## src/rtl/reg_dump.sv

```systemverilog
// Register-file dump engine: walks every entry through one asynchronous read
// port and streams each value out over valid/ready, tagged with its index.
module reg_dump #(
  parameter int DATA_WIDTH = 32,
  parameter int ADDR_WIDTH = 5,
  parameter int SKIP_ZERO  = 0
) (
  input  logic                  clk,
  input  logic                  reset,
  input  logic                  start,
  input  logic                  abort,
  output logic                  busy,
  output logic                  done,
  output logic [ADDR_WIDTH-1:0] rf_read_addr,
  input  logic [DATA_WIDTH-1:0] rf_read_data,
  output logic                  out_valid,
  input  logic                  out_ready,
  output logic [DATA_WIDTH-1:0] out_data,
  output logic [ADDR_WIDTH-1:0] out_index
);

  typedef enum logic [1:0] {
    IDLE,
    FETCH,
    SEND,
    DONE
  } state_t;

  localparam logic [ADDR_WIDTH-1:0] LAST_IDX  = '1;
  localparam logic [ADDR_WIDTH-1:0] FIRST_IDX = (SKIP_ZERO != 0) ? ADDR_WIDTH'(1) : '0;

  state_t                state;
  state_t                next_state;
  logic [ADDR_WIDTH-1:0] idx;

  assign rf_read_addr = idx;
  assign busy         = (state == FETCH) || (state == SEND);
  assign done         = (state == DONE);

  always_ff @(posedge clk or posedge reset) begin
    if (reset) begin
      state <= IDLE;
    end else begin
      state <= next_state;
    end
  end

  // Abort outranks both a fresh start and a pending handshake.
  always_comb begin
    next_state = state;
    case (state)
      IDLE: begin
        if (start && !abort) begin
          next_state = FETCH;
        end
      end
      FETCH: begin
        next_state = abort ? IDLE : SEND;
      end
      SEND: begin
        if (abort) begin
          next_state = IDLE;
        end else if (out_ready) begin
          next_state = (idx == LAST_IDX) ? DONE : FETCH;
        end
      end
      DONE: begin
        next_state = IDLE;
      end
      default: begin
        next_state = IDLE;
      end
    endcase
  end

  always_ff @(posedge clk or posedge reset) begin
    if (reset) begin
      idx       <= '0;
      out_valid <= 1'b0;
      out_data  <= '0;
      out_index <= '0;
    end else begin
      case (state)
        IDLE: begin
          if (start && !abort) begin
            idx <= FIRST_IDX;
          end
        end
        FETCH: begin
          if (abort) begin
            idx       <= '0;
            out_valid <= 1'b0;
          end else begin
            out_data  <= rf_read_data;
            out_index <= idx;
            out_valid <= 1'b1;
          end
        end
        SEND: begin
          if (abort) begin
            idx       <= '0;
            out_valid <= 1'b0;
          end else if (out_ready) begin
            out_valid <= 1'b0;
            // The last entry parks idx so the walk can never wrap around.
            if (idx != LAST_IDX) begin
              idx <= idx + ADDR_WIDTH'(1);
            end
          end
        end
        DONE: begin
          idx <= '0;
        end
        default: begin
          idx <= '0;
        end
      endcase
    end
  end

endmodule

```

## config.mk

```make
export PLATFORM = sky130hd
export DESIGN_NAME = reg_dump
export DESIGN_NICKNAME = d
export VERILOG_FILES = /design/src/rtl/reg_dump.sv
export SDC_FILE = /design/constraint.sdc
export NUM_CORES = 1
export LEC_CHECK = 0
export ABC_AREA = 0
export CAP_MARGIN = 10
export CORE_ASPECT_RATIO = 2
export CORE_MARGIN = 2
export CORE_UTILIZATION = 45
export DETAILED_ROUTE_END_ITERATION = 16
export PLACE_DENSITY = 0.89
export REMOVE_ABC_BUFFERS = 1
export SLEW_MARGIN = 10
export SYNTH_ARGS = -nofsm -noshare
export SYNTH_HDL_FRONTEND = slang
export SYNTH_SLANG_ARGS = --single-unit
export TNS_END_PERCENT = 20
```

## constraint.sdc

```tcl
create_clock -name clk -period 3.45 [get_ports clk]
set_input_delay 0.8625 -clock clk [delete_from_list [all_inputs] [get_ports clk]]
set_output_delay 0.8625 -clock clk [all_outputs]
set_load 0.02 [all_outputs]
```

Fig. 1: run 1, sequential cells grouped by signal name
Scale: 4 px per um. Other sequential cells in the stronger grey, the rest of the logic in the fainter grey.
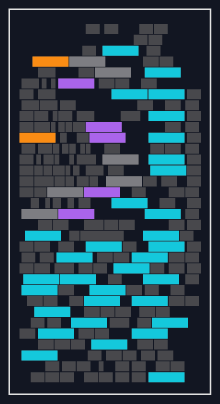
[cyan] `out_data` | sequential cells: 32 | where: spread over the die
[orange] `state` | sequential cells: 2
[purple] `rf_read_addr` | sequential cells: 5
not coloured: 6

Fig. 2: run 1, drive-strength map
Scale: 4 px per um.
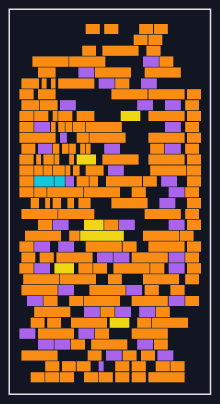
[purple] drive 2 | cells: 43 | share: 20% | most used: mux2_2
[cyan] drive 3 to 4 | cells: 2 | share: 0.93%
[orange] drive 1 or less | cells: 165 | share: 76% | most used: clkdlybuf4s50_1
[yellow] drive 6 and up | cells: 6 | share: 2.8% | most used: clkbuf_8
nonclk buf count: 82
design area: 0.00286 mm^2

==> impl_metrics.ini, run 1 <==
; generated from flow reports
[outcome]
status = complete, no violations

[synthesis]
syn_area_mm2 = 0.00190
synth_top_cell_by_area = dfrtp_1
ys_area_mm2 = 0.00190
synthFlopType = dfrtp_1
ys_cells = 131
yosysUniqueCellTypes = 25
top_cell = dfrtp_1
synth.avg_cell_area_um2 = 14.5
topCellsByArea = dfrtp_1 59%, mux2_2 23%, ha_1 4.6%
top_cell_area_share_pct = 59.3
async_flop_share_pct = 100
yosys-top-cells-count = 45 x dfrtp_1, 39 x mux2_2, 7 x ha_1, 7 x inv_1
synth-edff-count = 0

[worst_setup_path]
reg2reg_setup_slack_ps = 1640
critPathCaptureType = output pin
cp.required_ps = 2590
worstPathMaxFanout = 4
path_buffers = 2
max_stage_delay_ps = 620
cp.arrival_ps = 1740
cp_top_family = buffers and inverters
slowest_stage = clkdlybuf4s50_1

[sta]
fin_crit_ps = 2600
fin_ws_ps = 848
whs_ps = 509
fmax_mhz = 384
hold_viol_final = 0
final-setup-viol-count = 0
rsz0062_at_grt = no
period_used_pct = 75.4
finalClockSkew_ps = 8.35
tns_ps = 0
maxSlewHeadroom_pct = 38.9
slew_violations = 0
worst_pin_slew_ps = 915

[global_route]
gr-total-overflow = 0
grt_pass1_wl_mm = 6.53
grt_max_degree = 46
track_usage_pct = 18.5
antenna_found_initial = 0

[clock_tree]
cts.sinks = 45
cts_tree = done
ctsResizeCount = 0
clock-root-buffer = clkbuf_8
cts.path.max_buffers = 2

[power_and_ir_drop]
power.density_mw_per_mm2 = 844
vdd_drop_max_v = 0.000557
p_total_mw = 2.41

[route]
drt-total-wl_mm = 4.07
drc = 0
vias_per_cell = 5.00
wire_per_inst_um = 15.2
first_pass_iters = 4
antenna_left = 0
drt_iter0_markers = 30

[die]
dieHeight_um = 95.9
fp_util_pct = 46.5
die_w_um = 49.9
dieArea_mm2 = 0.00479
ioPinCount = 82

[hold_path]
holdCritPathClass = reg2reg

[placement]
pre_cts_slack_ps = 950
dpl.hpwl_mm = 3.06
portBuffers = 81
place.gp.congestion = 0.887

[finish]
nets = 260
area_delta_synth_final_pct = 50.5
fillCellCount = 288
drive_gt1_share_pct = 23.6
diodes = 0

[job]
tool_warnings = 29
Fig. 3: run 1, cell classes on the final placement
Scale: 6 px per um.
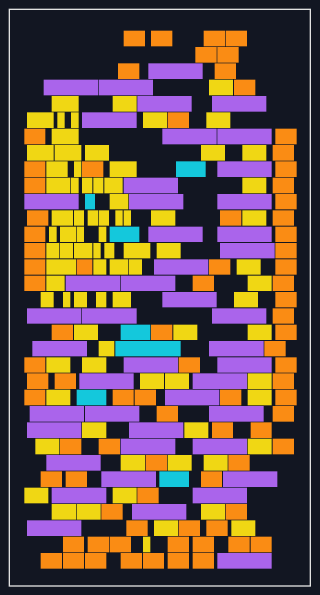
[purple] flops | cells: 45 | share of their area: 40%
[cyan] clock drivers and dummy loads | cells: 7 | share of their area: 3.7%
[yellow] all other logic | cells: 82 | share of their area: 27%
[orange] other buffers and delay cells | cells: 82 | share of their area: 29%
placement row count: 33
Core Footprint: 0.00409 mm^2
Seq area share: 39.4%

run 1: area by class of cell:
| class | count | area (um^2) | area share (%) |
|---|---|---|---|
| Sequential cell | 45 | 1130 | 39.4 |
| Clock buffer | 5 | 68.8 | 2.41 |
| Clock inverter | 2 | 35.0 | 1.23 |
| Timing Repair Buffer | 82 | 818 | 28.6 |
| Tap cell | 52 | 65.1 | 2.28 |
| Multi-Input combinational cell | 75 | 719 | 25.2 |
| Inverter | 7 | 26.3 | 0.919 |
run 1: where the power goes:
group | leakage (nW) | internal (mW) | switching (mW)
Clock | 0.0540 | 0.211 | 0.167
Sequential | 0.552 | 0.738 | 0.102
Combinational | 0.640 | 0.642 | 0.552
Total | 1.25 | 1.59 | 0.821
run 1: per-stage QoR:
step	utilization, %	instances	area, um^2
2_1_floorplan	-	127	1860
3_3_place_gp	67.4	261	2760
3_5_place_dp	67.4	261	2760
4_1_cts	69.9	268	2860
5_1_grt	69.9	268	2860
6_report	69.9	268	2860
run 1: logic make-up (layout without fill, tap and decap cells):
family	count (synthesis)	after routing	share of synthesized area (%)
compound gates	11	11	4.28
fa+ha+maj	7	7	4.61
mux	40	40	23.6
flops	45	45	59.3
buf+inv	11	96	3.23
simple gates	17	17	4.94
run 1: path summary, 6_finish.rpt:
path | end | start | depth (start not counted)
max | busy | state[1] | 3
min | out_data[13] | out_data[13] | 1
max reg2reg | out_data[29] | state[1] | 5
min reg2reg | out_data[13] | out_data[13] | 1
max in group asynchronous | out_data[29] | reset | 2
min in group asynchronous | out_data[18] | reset | 2
run 1: registers in the layout, indices dropped and copies added, names as in the netlist:
name and flops:
out_index 5, out_data 32, state 2, out_valid 1, rf_read_addr 5
run 1: cells in the final DEF (no fill, tap or decap), types with 2 or more instances in the layout:
cell type        count
inv_1                6
nand3_1              3
ha_1                 7
nand2_1              2
nand4b_1             2
clkdlybuf4s50_1     81
nor2b_1              2
nor2_1               3
a22o_1               3
o21ai_0              2
dfrtp_1             45
clkbuf_8             5
mux2_2              39
run 1: metal layers:
metal	vias to the layer above	GRT usage, %	wire length (um)
met5	-	0	0
met3	8	3.73	176
li1	625	-	-
met2	50	35.2	2380
met1	657	18.8	1430
met4	0	8.33	84
Fig. 4: run 1, signal wires on met3
Scale: 4 px per um.
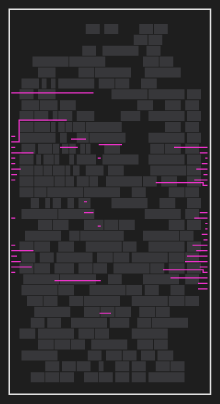

==> run 1 -> run 2 <==
--- a/config.mk
+++ b/config.mk
@@ -9,9 +9,9 @@
 export CAP_MARGIN = 10
 export CORE_ASPECT_RATIO = 2
 export CORE_MARGIN = 2
-export CORE_UTILIZATION = 45
+export CORE_UTILIZATION = 42
 export DETAILED_ROUTE_END_ITERATION = 16
-export PLACE_DENSITY = 0.89
+export PLACE_DENSITY = 0.84
 export REMOVE_ABC_BUFFERS = 1
 export SLEW_MARGIN = 10
 export SYNTH_ARGS = -nofsm -noshare
==> constraint.sdc (replaced) <==
create_clock -name clk -period 2.6 [get_ports clk]
set_input_delay 0.65 -clock clk [delete_from_list [all_inputs] [get_ports clk]]
set_output_delay 0.65 -clock clk [all_outputs]
set_load 0.02 [all_outputs]
Fig. 5: run 2, signal wires on met3
Scale: 4 px per um.
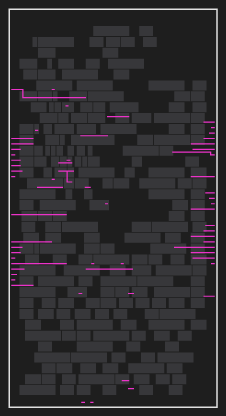
longest straight run: 15.6 um
share of all routed wire: 5.4%
nets with wire on the layer: 50
main direction: horizontal
wire length on this layer: 224 um

==> impl_metrics.ini, run 2 <==
; generated from flow reports
[worst_setup_path]
worstPathMaxFanout = 4
cp.arrival_ps = 1720
rr_worst_depth = 7

[sta]
maxSlewHeadroom_pct = 58.5
whs_ps = 506
worst_pin_slew_ps = 622
fin_crit_ps = 2370
rsz0062_at_grt = no
fmax_mhz = 421
final-setup-viol-count = 0
hold_viol_final = 0
finalClockSkew_ps = 7.68

[route]
drt-total-wl_mm = 4.15
drt_iter0_markers = 11
antenna_left = 0
first_pass_iters = 4
wire_per_inst_um = 15.2
vias_per_cell = 5.01
drc = 0

[die]
dieArea_mm2 = 0.00511
std_cell_rows = 34
fp_util_pct = 43.8
coreArea_mm2 = 0.00434
die_w_um = 51.6
ioPinCount = 82
dieHeight_um = 99.1

[finish]
top_register = out_data
diodes = 0
lay_top_cells = 81 x clkdlybuf4s50_1, 45 x dfrtp_1, 39 x mux2_2, 7 x ha_1
stdcell_count = 273
drive_gt1_share_pct = 24.7
largest_register_ffs = 32
nets = 262
mostFrequentLayoutCell = clkdlybuf4s50_1

[synthesis]
yosys-top-cells-count = 45 x dfrtp_1, 39 x mux2_2, 7 x ha_1, 7 x inv_1
topCellsByArea = dfrtp_1 59%, mux2_2 23%, ha_1 4.6%
syn_area_mm2 = 0.00190
yosys.area_share.simple_pct = 4.94
async_flop_share_pct = 100
synth.avg_cell_area_um2 = 14.5
topCombFamilyByArea = multiplexers
top_cell_area_share_pct = 59.3
synth-edff-count = 0
adder_share_pct = 4.61
mux_area_share_pct = 23.6
synthFlopType = dfrtp_1
ys_area_mm2 = 0.00190
ys_sh_aoi_pct = 4.28
top_cell = dfrtp_1
yosysUniqueCellTypes = 25

[global_route]
grt_max_degree = 35
gr-total-overflow = 0
track_usage_pct = 18.1
grt_pass1_wl_mm = 6.87

[placement]
portBuffers = 81
placed_cells = 265
dpl.hpwl_mm = 3.15

[hold_path]
hold_depth = 1
holdCritPathClass = reg2reg

[clock_tree]
cts.sinks = 45
cts.path.max_buffers = 2
ctsResizeCount = 0

[outcome]
status = complete, no violations

[power_and_ir_drop]
vdd_drop_max_v = 0.000788
power.density_mw_per_mm2 = 1120

[job]
tool_warnings = 29
run 2: netlist changes by cell type in the layout (fill, tap and decap cells not counted):
cell / change
buf_12: +1
buf_4: +1
clkbuf_8: +1
clkinv_2: -1
clkinvlp_4: +1
run 2: logic make-up (layout without fill, tap and decap cells):
| logic type | count (synthesis) | count (layout) |
|---|---|---|
| compound gates | 11 | 11 |
| simple gates | 17 | 17 |
| flops | 45 | 45 |
| fa+ha+maj | 7 | 7 |
| mux | 40 | 40 |
| buf+inv | 11 | 99 |
run 2: area by class of cell:
class	instances	area (um^2)	area share, %
Tap cell	54	67.6	2.33
Clock buffer	6	82.6	2.84
Multi-Input combinational cell	75	719	24.8
Sequential cell	45	1130	38.8
Inverter	7	26.3	0.904
Clock inverter	2	37.5	1.29
Timing Repair Buffer	84	846	29.1
run 2: worst paths after layout:
path	startpoint	to	slack, ps
hold / removal	out_index[4]	out_index[4]	510
setup / recovery	state[1]	busy	230
hold reg to reg	out_index[4]	out_index[4]	510
setup reg to reg	rf_read_addr[0]	rf_read_addr[3]	770
max in group asynchronous	reset	out_data[7]	1270
min in group asynchronous	reset	out_data[10]	750
run 2: where the power goes:
group / leakage, nW / switching [mW] / total [mW] / internal (mW)
logic: 0.653 / 0.730 / 1.60 / 0.865
registers: 0.552 / 0.138 / 1.12 / 0.979
clock network: 0.0574 / 0.227 / 0.540 / 0.312
total: 1.26 / 1.10 / 3.25 / 2.16
run 2: routing by layer:
layer / share of wire (%) / global-route usage [%] / up-vias
li1: - / - / 632
met1: 34 / 18.4 / 652
met2: 55 / 32.1 / 65
met3: 5.4 / 3.90 / 20
met4: 5.4 / 11.3 / 0
met5: 0 / 0 / -
run 2: metrics by stage:
stage / power (mW) / setup slack, ps / util [%] / instance area (um^2) / TNS (ps)
after floorplan: 1.98 / -315 / - / 1860 / -11810
after global placement: 2.71 / 380 / 64.2 / 2790 / 0
after detailed placement: 2.75 / 312 / 64.2 / 2790 / 0
after CTS: 3.30 / 207 / 67.0 / 2910 / 0
after global routing: 3.44 / 124 / 67.0 / 2910 / 0
final: 3.25 / 227 / 67.0 / 2910 / 0
run 2: worst max-delay path: stages, from the launching register on:
cell             delay, ps
dfrtp_1                410
inv_1                  100
ha_1                   320
clkdlybuf4s50_1        610
Power is estimated from default activity; no workload was simulated.
